**src/rtl/store_buffer.sv**
```systemverilog
// Post-commit store buffer: FIFO of retired doubleword stores drained to memory over valid/ready,
// with youngest-match load lookup. Define STORE_BUF_FWD_EN to forward data; otherwise matching loads stall.
module store_buffer #(
  parameter int DEPTH  = 4,
  parameter int ADDR_W = 64,
  parameter int DATA_W = 64
) (
  input  logic                     clk,
  input  logic                     rst_n,
  input  logic                     st_valid,
  input  logic [ADDR_W-1:0]        st_addr,
  input  logic [DATA_W-1:0]        st_data,
  output logic                     st_ready,
  input  logic                     ld_valid,
  input  logic [ADDR_W-1:0]        ld_addr,
  output logic                     ld_hit,
  output logic [DATA_W-1:0]        ld_data,
  output logic                     ld_stall,
  output logic                     mem_wr_valid,
  output logic [ADDR_W-1:0]        mem_wr_addr,
  output logic [DATA_W-1:0]        mem_wr_data,
  input  logic                     mem_wr_ready,
  input  logic                     fence_req,
  output logic                     fence_done,
  output logic [$clog2(DEPTH):0]   count,
  output logic [1:0]               dbg_state
);

  localparam int PTR_W = $clog2(DEPTH);
  localparam int CNT_W = PTR_W + 1;

  localparam logic [1:0] S_IDLE   = 2'd0;
  localparam logic [1:0] S_DRAIN  = 2'd1;
  localparam logic [1:0] S_FENCE  = 2'd2;
  localparam logic [1:0] S_FENCED = 2'd3;

  // Handshakes: a transfer happens on any rising edge where valid && ready;
  // valid never depends on ready, and offered write data holds until accepted.

  logic [ADDR_W-1:0] addr_q [DEPTH];
  logic [DATA_W-1:0] data_q [DEPTH];
  logic [PTR_W-1:0]  head_q, head_d;
  logic [PTR_W-1:0]  tail_q, tail_d;
  logic [CNT_W-1:0]  count_q, count_d;
  logic [1:0]        state_q, state_d;
  logic              full, empty, push, pop;
  logic              match_any;

  assign full     = (count_q == CNT_W'(DEPTH));
  assign empty    = (count_q == '0);
  assign st_ready = !full && !fence_req;
  assign push     = st_valid && st_ready;
  assign mem_wr_valid = !empty;
  assign pop      = mem_wr_valid && mem_wr_ready;

  assign mem_wr_addr = addr_q[head_q];
  assign mem_wr_data = data_q[head_q];

  always_comb begin
    head_d  = pop  ? head_q + 1'b1 : head_q;
    tail_d  = push ? tail_q + 1'b1 : tail_q;
    count_d = count_q;
    if (push && !pop)      count_d = count_q + 1'b1;
    else if (!push && pop) count_d = count_q - 1'b1;
  end

  // The state follows the live fence level and the post-edge occupancy.
  always_comb begin
    state_d = state_q;
    if (fence_req) state_d = (count_d == '0) ? S_FENCED : S_FENCE;
    else           state_d = (count_d == '0) ? S_IDLE   : S_DRAIN;
  end

  always_ff @(posedge clk) begin
    if (!rst_n) begin
      head_q  <= '0;
      tail_q  <= '0;
      count_q <= '0;
      state_q <= S_IDLE;
    end else begin
      head_q  <= head_d;
      tail_q  <= tail_d;
      count_q <= count_d;
      state_q <= state_d;
    end
  end

  always_ff @(posedge clk) begin
    if (rst_n && push) begin
      addr_q[tail_q] <= st_addr;
      data_q[tail_q] <= st_data;
    end
  end

`ifdef STORE_BUF_FWD_EN
  logic [DATA_W-1:0] fwd_data;
`endif

  // Scan oldest to youngest so the last match seen is the youngest.
  always_comb begin
    logic [PTR_W-1:0] idx;
    idx       = '0;
    match_any = 1'b0;
`ifdef STORE_BUF_FWD_EN
    fwd_data  = '0;
`endif
    for (int i = 0; i < DEPTH; i++) begin
      idx = head_q + PTR_W'(i);
      if ((CNT_W'(i) < count_q) && (addr_q[idx] == ld_addr)) begin
        match_any = 1'b1;
`ifdef STORE_BUF_FWD_EN
        fwd_data  = data_q[idx];
`endif
      end
    end
  end

`ifdef STORE_BUF_FWD_EN
  assign ld_hit   = ld_valid && match_any;
  assign ld_data  = ld_hit ? fwd_data : '0;
  assign ld_stall = 1'b0;
`else
  assign ld_hit   = 1'b0;
  assign ld_data  = '0;
  assign ld_stall = ld_valid && match_any;
`endif

  assign fence_done = (state_q == S_FENCED);
  assign count      = count_q;
  assign dbg_state  = state_q;

endmodule

```
**config.mk**
```make
export PLATFORM = sky130hd
export DESIGN_NAME = store_buffer
export DESIGN_NICKNAME = d
export VERILOG_FILES = /design/src/rtl/store_buffer.sv
export SDC_FILE = /design/constraint.sdc
export NUM_CORES = 1
export LEC_CHECK = 0
export CAP_MARGIN = 25
export CORE_AREA = 5 5 218 304
export DETAILED_ROUTE_END_ITERATION = 10
export DIE_AREA = 0 0 223 309
export GPL_TIMING_DRIVEN = 0
export MAX_ROUTING_LAYER = met4
export PLACE_DENSITY = 0.73
export SLEW_MARGIN = 15
export SYNTH_ARGS = -nofsm -noshare
export SYNTH_HDL_FRONTEND = slang
export SYNTH_SLANG_ARGS = --single-unit
```
**constraint.sdc**
```tcl
create_clock -name clk -period 6.4 [get_ports clk]
set_clock_uncertainty 0.1 [all_clocks]
set_input_delay 1.92 -clock clk [delete_from_list [all_inputs] [get_ports clk]]
set_output_delay 1.92 -clock clk [all_outputs]
set_load 0.005 [all_outputs]
```
==> run_1/congestion.png <==
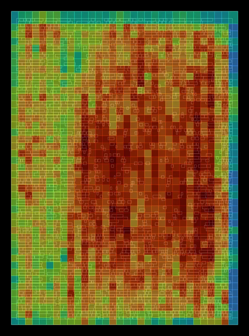
Finished Core Util: 0.5636
global routing usage on met3: 0.07945
WL per Instance: 41.27 microns

==> run_1/cell_density.png <==
The bar under the picture is 50 microns long. The die is cut into 22 by 31 equal tiles; dark blue is low, red is high, 0 to 100% covered.
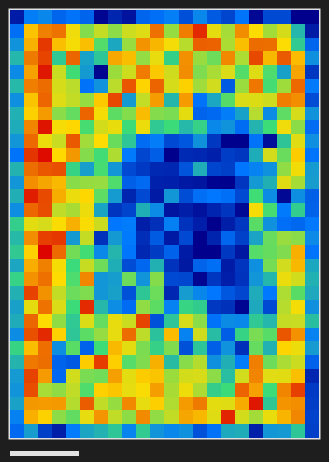
2.6% of the tiles are nearly empty. The mean over all tiles is 50%. The emptiest ninth of the die: centre. 22% of the tiles are over 75% full. The fullest tile reaches 100%.

==> run_1/placement_by_type.png <==
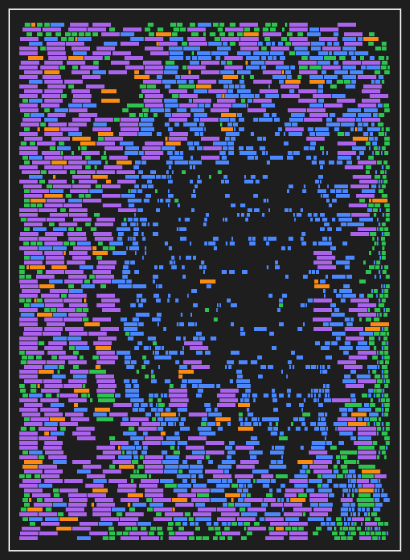
Key: purple = sequential cells [cells 523]; blue = combinational and other logic [cells 1,070]; orange = clock drivers and dummy loads [cells 97]; green = remaining buffers and delay cells [cells 511]

==> flow_metrics.py, run 1 <==
# Flow results
metrics = {
    "run_status": {
        "status": "finished with violations",
        "failed_checks": "setup timing",
    },
    "yosys": {
        "netlist.area_leader.share": 0.5466,
        "mux_share": 0.2509,
        "synth_area_per_cell_sq_um": 16.37,
        "yosys.cell_types.count": 66,
        "synthTopLogicFamily": "multiplexers",
        "netlist_instances": 1718,
        "top_cells_by_count": "edfxtp_1, mux4_2, mux2i_1",
        "yosys_area_sq_um": 28130,
        "yosysTopAreaCell": "edfxtp_1",
        "synthTopCellsByArea": "edfxtp_1, mux4_2, mux2i_1",
        "synth-compound-area-share": 0.04907,
    },
    "finish": {
        "syn_to_final_growth_pct": 26.26,
        "logic_area_sq_um": 12060,
        "final_cells": 3042,
    },
    "place": {
        "place_inst": 2924,
        "dp_hpwl_mm": 94.54,
    },
    "clock_tree": {
        "clk_pin_slew_ps": 60,
        "cts_buffers": 52,
        "cts_hold_buf": 0,
        "cts_sinks": 523,
    },
    "sta": {
        "fin_ws_ps": -122.0,
        "max_freq_ghz": 0.1533,
        "period_minus_slack_ps": 6522,
        "setup_viol": 1,
    },
    "job": {
        "maxCapViolCount": 0,
    },
    "worst_setup_path": {
        "crit_path_end_kind": "output port",
        "start_kind": "register",
        "path_class": "reg2out",
        "path_buffers": 6,
        "cp_max_fo": 10,
    },
    "floorplanning": {
        "rows": 109,
        "die_area_sq_um": 68910,
    },
    "drt": {
        "met1_length_mm": 41.97,
        "drc": 0,
        "wl_met3_mm": 10.72,
    },
    "global_route": {
        "busiest_layer": "met2",
        "gr-total-overflow": 0,
    },
}
[run 1: final cells by class]
type / instances / area share
Buffer: 189 / 0.04267
Antenna cell: 9 / 0.0006342
Tap cell: 832 / 0.02931
Inverter: 36 / 0.003805
Multi-Input combinational cell: 1034 / 0.3396
Timing Repair Buffer: 322 / 0.09411
Sequential cell: 523 / 0.4392
Clock buffer: 64 / 0.03879
Clock inverter: 33 / 0.01194
[run 1: through the flow]
stage	TNS (ps)	area (sq um)	utilization	setup slack, ps
4_1_cts	-77.24	35400	0.5618	-77.24
3_3_place_gp	-1594030	32390	0.5141	-3167
6_report	-122.0	35510	0.5636	-122.0
2_1_floorplan	0	28370	-	268.1
3_5_place_dp	-1631	32740	0.5196	-1631
5_1_grt	-29.33	35510	0.5635	-29.33
[run 1: power breakdown]
| group | internal (mW) | total (mW) | switching [mW] | leakage, nW |
|---|---|---|---|---|
| Clock | 1.87 | 3.23 | 1.35 | 0.864 |
| Sequential | 3.86 | 3.92 | 0.0641 | 4.71 |
| Combinational | 2.53 | 5.90 | 3.37 | 5.95 |
| Total | 8.26 | 13.1 | 4.79 | 11.5 |
[run 1: worst paths after layout]
kind              startpoint       endpoint  slack [ps]  cells past startpoint
setup reg to reg    count[0]  data_q[2][42]        2670                      9
hold reg to reg    tail_q[1]      tail_q[1]         650                      4
setup / recovery   head_q[1]       ld_stall        -120                     12
hold / removal     tail_q[1]      tail_q[1]         650                      4
[run 1: sequential cells by signal, indices dropped and copies added, names as in the netlist, named ones only]
register,count
addr_q,256
data_q,256
count,3
dbg_state,2
head_q,2
tail_q,2
[run 1: timing repair]
action                     4_1_cts  5_1_grt
gates resized                  207       36
setup endpoints to repair       64        5
buffers inserted                11        1
pin swaps                       28        9
==> run 2, diff against run 1 <==
--- a/config.mk
+++ b/config.mk
@@ -10,8 +10,10 @@
 export DETAILED_ROUTE_END_ITERATION = 10
 export DIE_AREA = 0 0 223 309
 export GPL_TIMING_DRIVEN = 0
+export HOLD_SLACK_MARGIN = 0.05
 export MAX_ROUTING_LAYER = met4
 export PLACE_DENSITY = 0.73
+export SETUP_SLACK_MARGIN = 0.02
 export SLEW_MARGIN = 15
 export SYNTH_ARGS = -nofsm -noshare
 export SYNTH_HDL_FRONTEND = slang
==> run_2/metal_density.png <==
The bar under the picture is 50 microns long. The die is cut into 22 by 31 equal tiles; dark blue is low, red is high, scaled to the fullest tile. Values are wire area over tile area, all layers added.
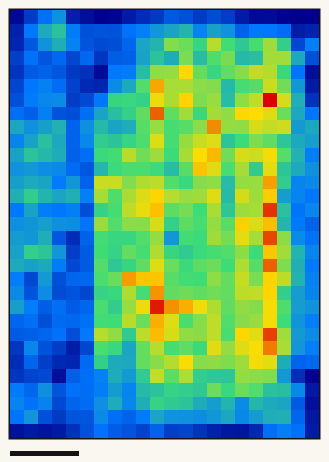
1.0% of the tiles are nearly empty. The densest ninth of the die: centre. 38% of the tiles are over half the peak. The mean over all tiles is 0.31. The fullest tile reaches 0.76.

==> run_2/congestion.png <==
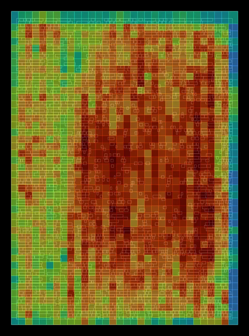
grt met1 use: 0.4010
GRT Overall Usage: 0.3673

==> flow_metrics.py, run 2 <==
# Flow results
metrics = {
    "run_status": {
        "status": "finished with violations",
        "failed_checks": "setup timing",
    },
    "yosys": {
        "top_cells_by_count": "edfxtp_1, mux4_2, mux2i_1",
        "yosys_area_sq_um": 28130,
        "synth_area_per_cell_sq_um": 16.37,
        "synthTopCellsByArea": "edfxtp_1, mux4_2, mux2i_1",
        "yosysTopAreaCell": "edfxtp_1",
        "yosys.cell_types.count": 66,
        "netlist_instances": 1718,
    },
    "worst_setup_path": {
        "cp_max_fo": 10,
        "path_class": "reg2out",
        "crit_path_end_kind": "output port",
        "start_kind": "register",
        "r2r-end": "data_q[2][42]",
        "r2r.worst_path.cells": 9,
        "reg2reg_from": "count[0]",
    },
    "sta": {
        "setup_viol": 1,
        "period_minus_slack_ps": 6522,
        "setup_tns_ps": -122.0,
        "max_freq_ghz": 0.1533,
        "fin_ws_ps": -122.0,
    },
    "finish": {
        "syn_to_final_growth_pct": 26.26,
        "fin_util": 0.5636,
        "final_cells": 3042,
        "stdcell_area_sq_um": 35510,
    },
    "place": {
        "pre_cts_slack_ps": -1631,
        "dpl_cell_area_sq_um": 32740,
        "dp_hpwl_mm": 94.54,
        "place_inst": 2924,
    },
    "power_and_ir_drop": {
        "p_int_mw": 8.264,
        "p_switching_mw": 4.788,
        "seqPwrFrac": 0.301,
        "clockPowerShare": 0.247,
        "switching_share": 0.3668,
        "combPwrFrac": 0.452,
    },
    "drt": {
        "wl_met3_mm": 10.72,
        "drc": 0,
        "met1_length_mm": 41.97,
        "drt-pass1-iter-count": 6,
        "drt-wirelength-per-cell_microns": 41.27,
    },
    "hold_path": {
        "holdPathStages": 4,
        "hold_path_end": "tail_q[1]",
    },
    "clock_tree": {
        "cts_sinks": 523,
        "cts_buffers": 52,
        "clk_pin_slew_ps": 60,
        "cts_hold_buf": 0,
    },
    "floorplanning": {
        "die_area_sq_um": 68910,
        "rows": 109,
    },
    "global_route": {
        "gr-total-overflow": 0,
    },
    "job": {
        "maxCapViolCount": 0,
    },
}
==> run_2/placement_by_type.png <==
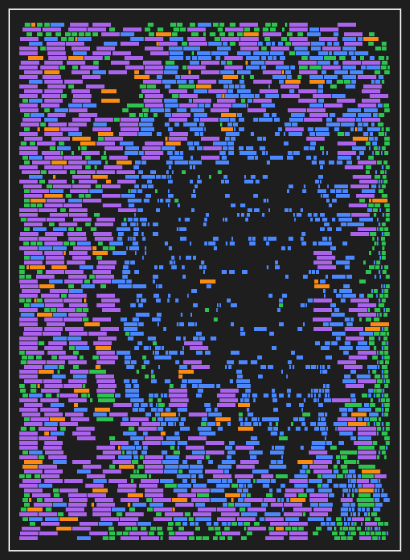
Key: purple = sequential cells [cells 523]; green = remaining buffers and delay cells [cells 511]; orange = clock drivers and dummy loads [cells 97]; blue = combinational and other logic [cells 1,070]

run 2: cell counts after synthesis:
Identical to the previous run, type by type.
run 2: layer usage:
layer,vias to the layer above,track usage
met3,366,0.07945
li1,7790,-
met5,-,-
met4,0,0.2519
met1,10164,0.4010
met2,1315,0.6021
run 2: worst max-delay path by stage:
stage / from / to / cells past startpoint
floorplan: fence_req / addr_q[1][0] / 4
global placement: fence_req / data_q[2][21] / 5
detailed placement: ld_addr[57] / ld_stall / 9
CTS: head_q[1] / ld_stall / 11
global route: head_q[0] / ld_stall / 11
finish: head_q[1] / ld_stall / 12
run 2: logic make-up after synthesis:
| family | share of synthesized area |
|---|---|
| flops | 0.5545 |
| mux | 0.2509 |
| buf+inv | 0.04956 |
| xor+xnor | 0.05886 |
| compound gates | 0.04907 |
| simple gates | 0.03345 |
| fa+ha+maj | 0.003559 |
| other cells | 0.0001333 |
run 2: power groups by stage:
stage	Combinational [mW]	Clock [mW]	Sequential, mW
3_3_place_gp	5.47	0	4.00
5_1_grt	5.98	3.42	3.93
6_report	5.90	3.23	3.92
3_5_place_dp	5.47	0	3.99
4_1_cts	5.80	3.27	3.92
2_1_floorplan	2.90	0	3.98
run 2: final cells by class:
type	instances	area (sq um)	share of cell area
clock buffer	64	1378	0.03879
multi-input combinational	1034	12060	0.3396
antenna	9	22.52	0.0006342
inverter	36	135.1	0.003805
timing repair buffer	322	3342	0.09411
buffer	189	1515	0.04267
sequential	523	15600	0.4392
clock inverter	33	424.2	0.01194
tap	832	1041	0.02931
run 2: timing repair:
item	CTS	global route
pin swaps	28	9
resized	208	35
endpoints found under the hold margin	0	0
buffers inserted	11	1
endpoints found under the setup margin	65	2
run 2: worst max-delay path, delay by kind of cell, from the launching register on:
family	cells	cell delay (ps)
compound gates	4	1600
buf+inv	6	1480
flops	1	370
simple gates	2	370
==> run 3, diff against run 2 <==
--- a/config.mk
+++ b/config.mk
@@ -14,6 +14,7 @@
 export MAX_ROUTING_LAYER = met4
 export PLACE_DENSITY = 0.73
 export SETUP_SLACK_MARGIN = 0.02
+export SKIP_CTS_REPAIR_TIMING = 1
 export SLEW_MARGIN = 15
 export SYNTH_ARGS = -nofsm -noshare
 export SYNTH_HDL_FRONTEND = slang
==> run_3/metal_density.png <==
The bar under the picture is 50 microns long. The die is cut into 22 by 31 equal tiles; dark blue is low, red is high, scaled to the fullest tile. Values are wire area over tile area, all layers added.
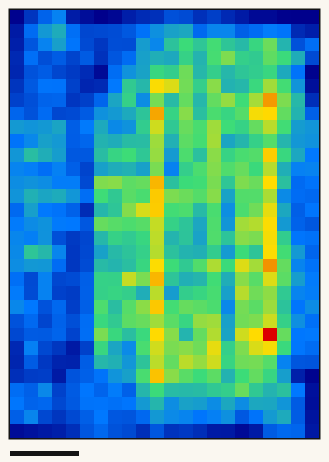
The densest ninth of the die: centre. 1.5% of the tiles are nearly empty. 25% of the tiles are over half the peak.

==> run_3/cell_density.png <==
The bar under the picture is 50 microns long. The die is cut into 22 by 31 equal tiles; dark blue is low, red is high, 0 to 100% covered.
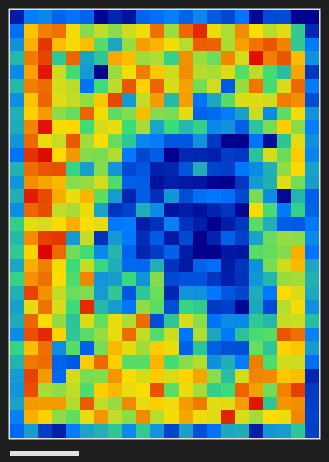
The fullest tile reaches 100%. The emptiest ninth of the die: centre. The mean over all tiles is 50%.

==> flow_metrics.py, run 3 <==
# Flow results
metrics = {
    "yosys": {
        "synthTopLogicFamily": "multiplexers",
        "simple_gate_share": 0.03345,
        "netlist_instances": 1718,
        "synthTopCellsByArea": "edfxtp_1, mux4_2, mux2i_1",
        "mux_share": 0.2509,
        "yosys.cell_types.count": 66,
        "netlist.area_leader.share": 0.5466,
        "yosys_area_sq_um": 28130,
        "adder_share": 0.003559,
        "synth-compound-area-share": 0.04907,
        "top_cells_by_count": "edfxtp_1, mux4_2, mux2i_1",
        "xor_share": 0.05885,
    },
    "run_status": {
        "status": "finished with violations",
        "failed_checks": "setup timing",
    },
    "drt": {
        "drt-wirelength-per-cell_microns": 40.77,
        "drc": 0,
        "drt-pass1-iter-count": 7,
    },
    "sta": {
        "setup_viol": 1,
        "fin_ws_ps": -141.1,
        "slew_headroom": 0.2389,
        "max_freq_ghz": 0.1529,
        "period_minus_slack_ps": 6541,
    },
    "global_route": {
        "gr-total-overflow": 0,
    },
    "clock_tree": {
        "clk_pin_slew_ps": 60,
        "cts_sinks": 523,
    },
    "power_and_ir_drop": {
        "ir_drop_uv": 304.4,
        "switching_share": 0.3643,
        "seqPwrFrac": 0.299,
        "p_switching_mw": 4.780,
        "combPwrFrac": 0.456,
        "clockPowerShare": 0.245,
        "p_int_mw": 8.343,
    },
    "place": {
        "dp_hpwl_mm": 94.54,
        "dpl_cell_area_sq_um": 32740,
    },
    "finish": {
        "flop_area_sq_um": 15600,
        "stdcell_area_sq_um": 35810,
        "syn_to_final_growth_pct": 27.32,
    },
    "worst_setup_path": {
        "start_kind": "register",
        "path_buffers": 7,
        "crit_path_end_kind": "output port",
        "path_class": "reg2out",
        "cp_max_fo": 10,
        "r2r_slack_ps": 2670,
    },
    "job": {
        "warnings": 32,
        "maxCapViolCount": 0,
    },
}
==> run_3/congestion.png <==
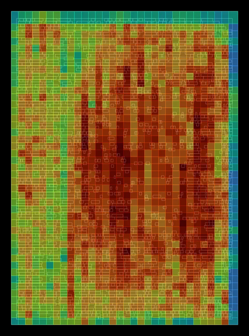
busiest layer in global routing: met2
GRT Overall Usage: 0.3630
global routing usage on met3: 0.07784
grt met1 use: 0.4004

run 3: cell types whose count changed in the layout (fill, tap and decap cells not counted), sizes merged:
cell / delta
clkbuf: +21
clkdlybuf4s15: -6
clkdlybuf4s50: -2
dlygate4sd2: -13
dlymetal6s2s: +19
diode: +1
buf: -6
run 3: area by class of cell:
cell class | instances | share of cell area
clock inverter | 33 | 0.01184
buffer | 189 | 0.04403
inverter | 36 | 0.003774
sequential | 523 | 0.4355
antenna | 10 | 0.0006988
tap | 832 | 0.02907
multi-input combinational | 1034 | 0.3383
timing repair buffer | 335 | 0.09832
clock buffer | 64 | 0.03847
run 3: final timing paths:
path         cells past startpoint       from       endpoint
max                             12  head_q[1]       ld_stall
min                              4  tail_q[1]      tail_q[1]
max reg2reg                      9   count[0]  data_q[2][41]
min reg2reg                      4  tail_q[1]      tail_q[1]
run 3: per-layer routing:
layer | up-vias | share of wire | track usage
li1 | 7824 | - | -
met5 | - | 0 | -
met2 | 1366 | 0.49 | 0.5931
met4 | 0 | 0.089 | 0.2449
met3 | 363 | 0.088 | 0.07784
met1 | 10112 | 0.33 | 0.4004
run 3: metrics by stage:
step	setup TNS (ps)	instances	worst slack, ps	utilization
6_report	-141.1	3056	-141.1	0.5683
2_1_floorplan	0	1782	268.1	-
5_1_grt	0	3052	24.07	0.5682
3_5_place_dp	-1631	2924	-1631	0.5196
4_1_cts	-16280	3021	-1815	0.5482
3_3_place_gp	-1594030	2912	-3167	0.5141
run 3: power groups by stage:
stage               sequential (mW)  clock [mW]  combinational, mW
floorplan                      3.98           0               2.90
global placement               4.00           0               5.47
detailed placement             3.99           0               5.47
CTS                            3.92        3.27               5.50
global route                   3.93        3.42               6.07
finish                         3.92        3.22               5.98
Power and IR drop assume default switching activity.
